==> config.mk <==
export PLATFORM = sky130hd
export DESIGN_NAME = step_sequencer
export DESIGN_NICKNAME = d
export VERILOG_FILES = /design/src/rtl/proc_pkg.sv /design/src/rtl/step_counter.sv /design/src/rtl/step_sequencer.sv
export SDC_FILE = /design/constraint.sdc
export NUM_CORES = 1
export LEC_CHECK = 0
export ABC_AREA = 1
export CAP_MARGIN = 10
export CORE_MARGIN = 2
export CORE_UTILIZATION = 51
export DETAILED_ROUTE_END_ITERATION = 6
export PLACE_DENSITY = 0.84
export SETUP_SLACK_MARGIN = 0.1
export SLEW_MARGIN = 20
export SYNTH_ARGS = -nofsm -noshare
export SYNTH_HDL_FRONTEND = slang
export SYNTH_SLANG_ARGS = --single-unit
==> constraint.sdc <==
create_clock -name clk -period 4.07 [get_ports clk]
set_clock_uncertainty 0.2 [all_clocks]
set_input_delay 0.407 -clock clk [delete_from_list [all_inputs] [get_ports clk]]
set_output_delay 0.407 -clock clk [all_outputs]
set_load 0.02 [all_outputs]
==> src/rtl/proc_pkg.sv <==
// proc_pkg: shared instruction width, opcode set and sequencer state encoding
package proc_pkg;
  localparam int INSTR_W = 10;
  typedef enum logic [3:0] {
    LOAD, STORE, MV, MVI, ADD, SUB, ANDR, ORR, XORR, NOTR, SHL, SHR, JMP, SIMM
  } opcode_t;
  typedef enum logic [1:0] {FETCH, EXEC, STALL} seq_state_t;
  function automatic logic is_illegal(input logic [3:0] op);
    return op > 4'(SIMM);
  endfunction
endpackage

==> src/rtl/step_counter.sv <==
// step_counter: 2-bit timestep with synchronous clear, increment, hold and wrap detect
module step_counter (
  input  logic       clk,
  input  logic       rst_n,
  input  logic       clear,
  input  logic       inc,
  output logic [1:0] t,
  output logic       wrap
);
  assign wrap = inc & ~clear & (t == 2'd3);
  always_ff @(posedge clk or negedge rst_n)
    if (!rst_n) t <= '0;
    else if (clear) t <= '0;
    else if (inc) t <= t + 2'd1;
endmodule

==> src/rtl/step_sequencer.sv <==
// step_sequencer: fetch/execute timestep sequencer with data stall, clear and retired count.
// SINGLE_STEP_EN adds step_req; EXEC/STALL progress then only happens in cycles with step_req high.
module step_sequencer #(
  parameter int INSTR_W = proc_pkg::INSTR_W,
  parameter int CNT_W   = 16
) (
  input  logic               clk,
  input  logic               rst_n,
  input  logic [INSTR_W-1:0] data_in,
  input  logic               data_valid,
  output logic               data_ready,
  input  logic               ext,
  input  logic               irin,
  input  logic               clr,
  input  logic               done,
`ifdef SINGLE_STEP_EN
  input  logic               step_req,
`endif
  output logic [INSTR_W-1:0] instr,
  output logic [1:0]         t,
  output logic               busy,
  output logic               illegal,
  output logic [CNT_W-1:0]   retired
);
  import proc_pkg::*;
  seq_state_t state, state_nx;
  logic step, fetch, bad_op, stall_in, adv, inc, wrap;
`ifdef SINGLE_STEP_EN
  assign step = step_req;
`else
  assign step = 1'b1;
`endif
  assign bad_op = is_illegal(data_in[3:0]);
  always_ff @(posedge clk or negedge rst_n)
    if (!rst_n) state <= FETCH;
    else state <= state_nx;
  always_comb begin
    state_nx = clr ? FETCH :
               fetch & ~bad_op ? EXEC :
               stall_in ? STALL :
               adv & (t == 2'd3) ? FETCH :
               adv ? EXEC : state;
  end
  // a stalled instruction resumes only on a full ext/data_valid handshake
  always_comb begin
    fetch = (state == FETCH) & irin & data_valid & ~clr;
    stall_in = step & ~clr & (state == EXEC) & ext & ~data_valid;
    adv = step & ~clr & ((state == EXEC) ? ~(ext & ~data_valid) : (state == STALL) & ext & data_valid);
    inc = (fetch & ~bad_op) | adv;
    data_ready = ext & ((state != STALL) | data_valid);
    busy = t != 2'd0;
  end
  step_counter u_cnt (
    .clk   (clk),
    .rst_n (rst_n),
    .clear (clr),
    .inc   (inc),
    .t     (t),
    .wrap  (wrap)
  );
  always_ff @(posedge clk or negedge rst_n)
    if (!rst_n) begin
      instr <= '0;
      illegal <= 1'b0;
      retired <= '0;
    end else begin
      if (fetch) instr <= data_in;
      illegal <= fetch & bad_op;
      if (wrap & done) retired <= retired + CNT_W'(1);
    end
endmodule
Selected gate families:
Drawn at 4 px/um.
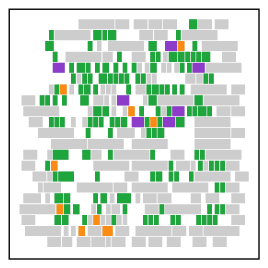
Orange is inverting AOI/OAI gates, cells 9, most used o21ai_0. Purple is XOR/XNOR gates, cells 7, most used xnor2_1. Green is NAND gates, cells 135, most used nand2_1.

Metal layers overlaid:
Drawn at 4 px/um.
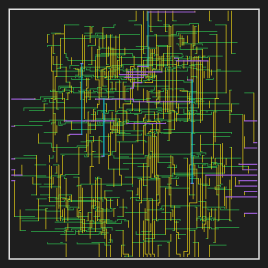
Green is metal 1, wire length 1,620 um. Purple is metal 3, wire length 161 um. Yellow is metal 2, wire length 1,820 um. Cyan is metal 4, wire length 71.4 um.

==> notes.md <==
Status
- outcome: finished, final reports clean

Global routing
- via count of the first global-routing pass: 1,486
- GRT met2 Usage: 36.2%
- fraction of met3 tracks used by global routing: 3.11%

Critical path
- internal reg-to-reg setup slack: 2300 ps
- startpoint-to-endpoint class of the critical path: input pin to output pin
- Most Frequent Cell on Critical Path: sky130_fd_sc_hd__clkdlybuf4s50_1
- launch point of the critical path: data_valid
- crit path launch type: input pin
- Critical path buffers and inverters: 3

CTS
- htree depth: 2
- clock root buffer: sky130_fd_sc_hd__clkbuf_4
- Post-CTS Hold Buffers: 0

Die
- width of the die: 62.0 um
- total die size: 3850 um^2

Detailed routing
- Residual DRC: 0
- count of vias placed by the detailed router: 1,570
- met2 routed wirelength: 1820 um
- Final ANT Viol Nets: 0

Logic synthesis
- cell count in the Yosys report: 232
- leading post-synthesis cells by cell area: sky130_fd_sc_hd__dfrtp_1 45%, sky130_fd_sc_hd__nand2_1 22%, sky130_fd_sc_hd__nor2_1 4.6%

Placed design
- Post-Place Worst Slack: 1770 ps

Flow run
- tally of OpenROAD warnings: 27
- number of maximum-capacitance constraint violations: 0

Cells and area
- post-layout instance count excluding filler cells: 330
- layout-stage area growth over the synthesis result: 31.8%

Worst hold path
- worst min-delay path class: input pin to async pin

Pwr
- leakage power total: 0.00107 uW

The metal 3 layer:
Drawn at 8 px/um.
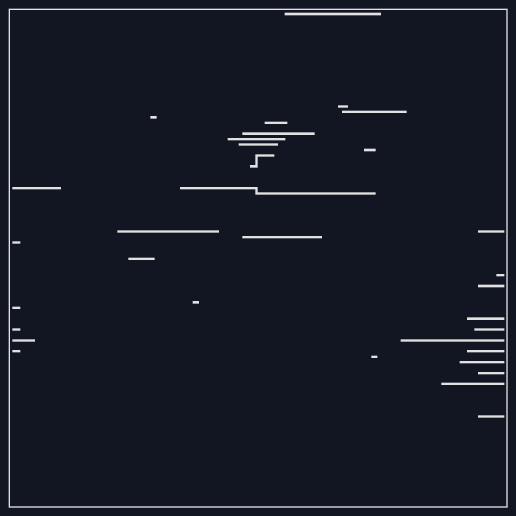
The longest straight run is 14.7 um. The layer holds 4.4% of the routed length.

The clock network:
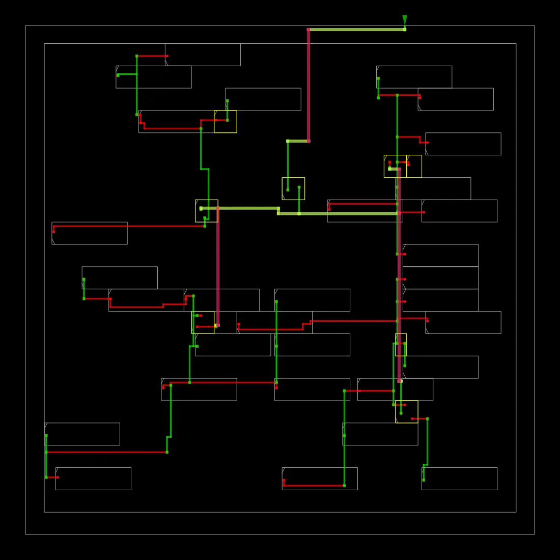
number of clock buffer instances in the layout: 6
Inserted Clock Buffers: 5
clock sink total: 31
P_clk: 178 uW
number of sequential cells: 31

[cell families after synthesis]
logic type,synth area share [%]
xor+xnor,3.57
compound gates,2.77
simple gates,39.3
buf+inv,7.06
fa+ha+maj,2.19
flops,45.2
[sequential cells by signal, summed over array words and instances (netlist names)]
signal / cells
instr: 10
illegal: 1
u_cnt.t: 2
state: 2
retired: 16
[power by group through the flow]
stage / sequential, uW / clock (uW) / combinational [uW]
2_1_floorplan: 394 / 0 / 44.7
3_3_place_gp: 361 / 0 / 168
3_5_place_dp: 361 / 0 / 173
4_1_cts: 355 / 181 / 174
5_1_grt: 359 / 195 / 186
6_report: 355 / 178 / 171
Power figures rest on the tool's default switching activity, not on a simulated workload.
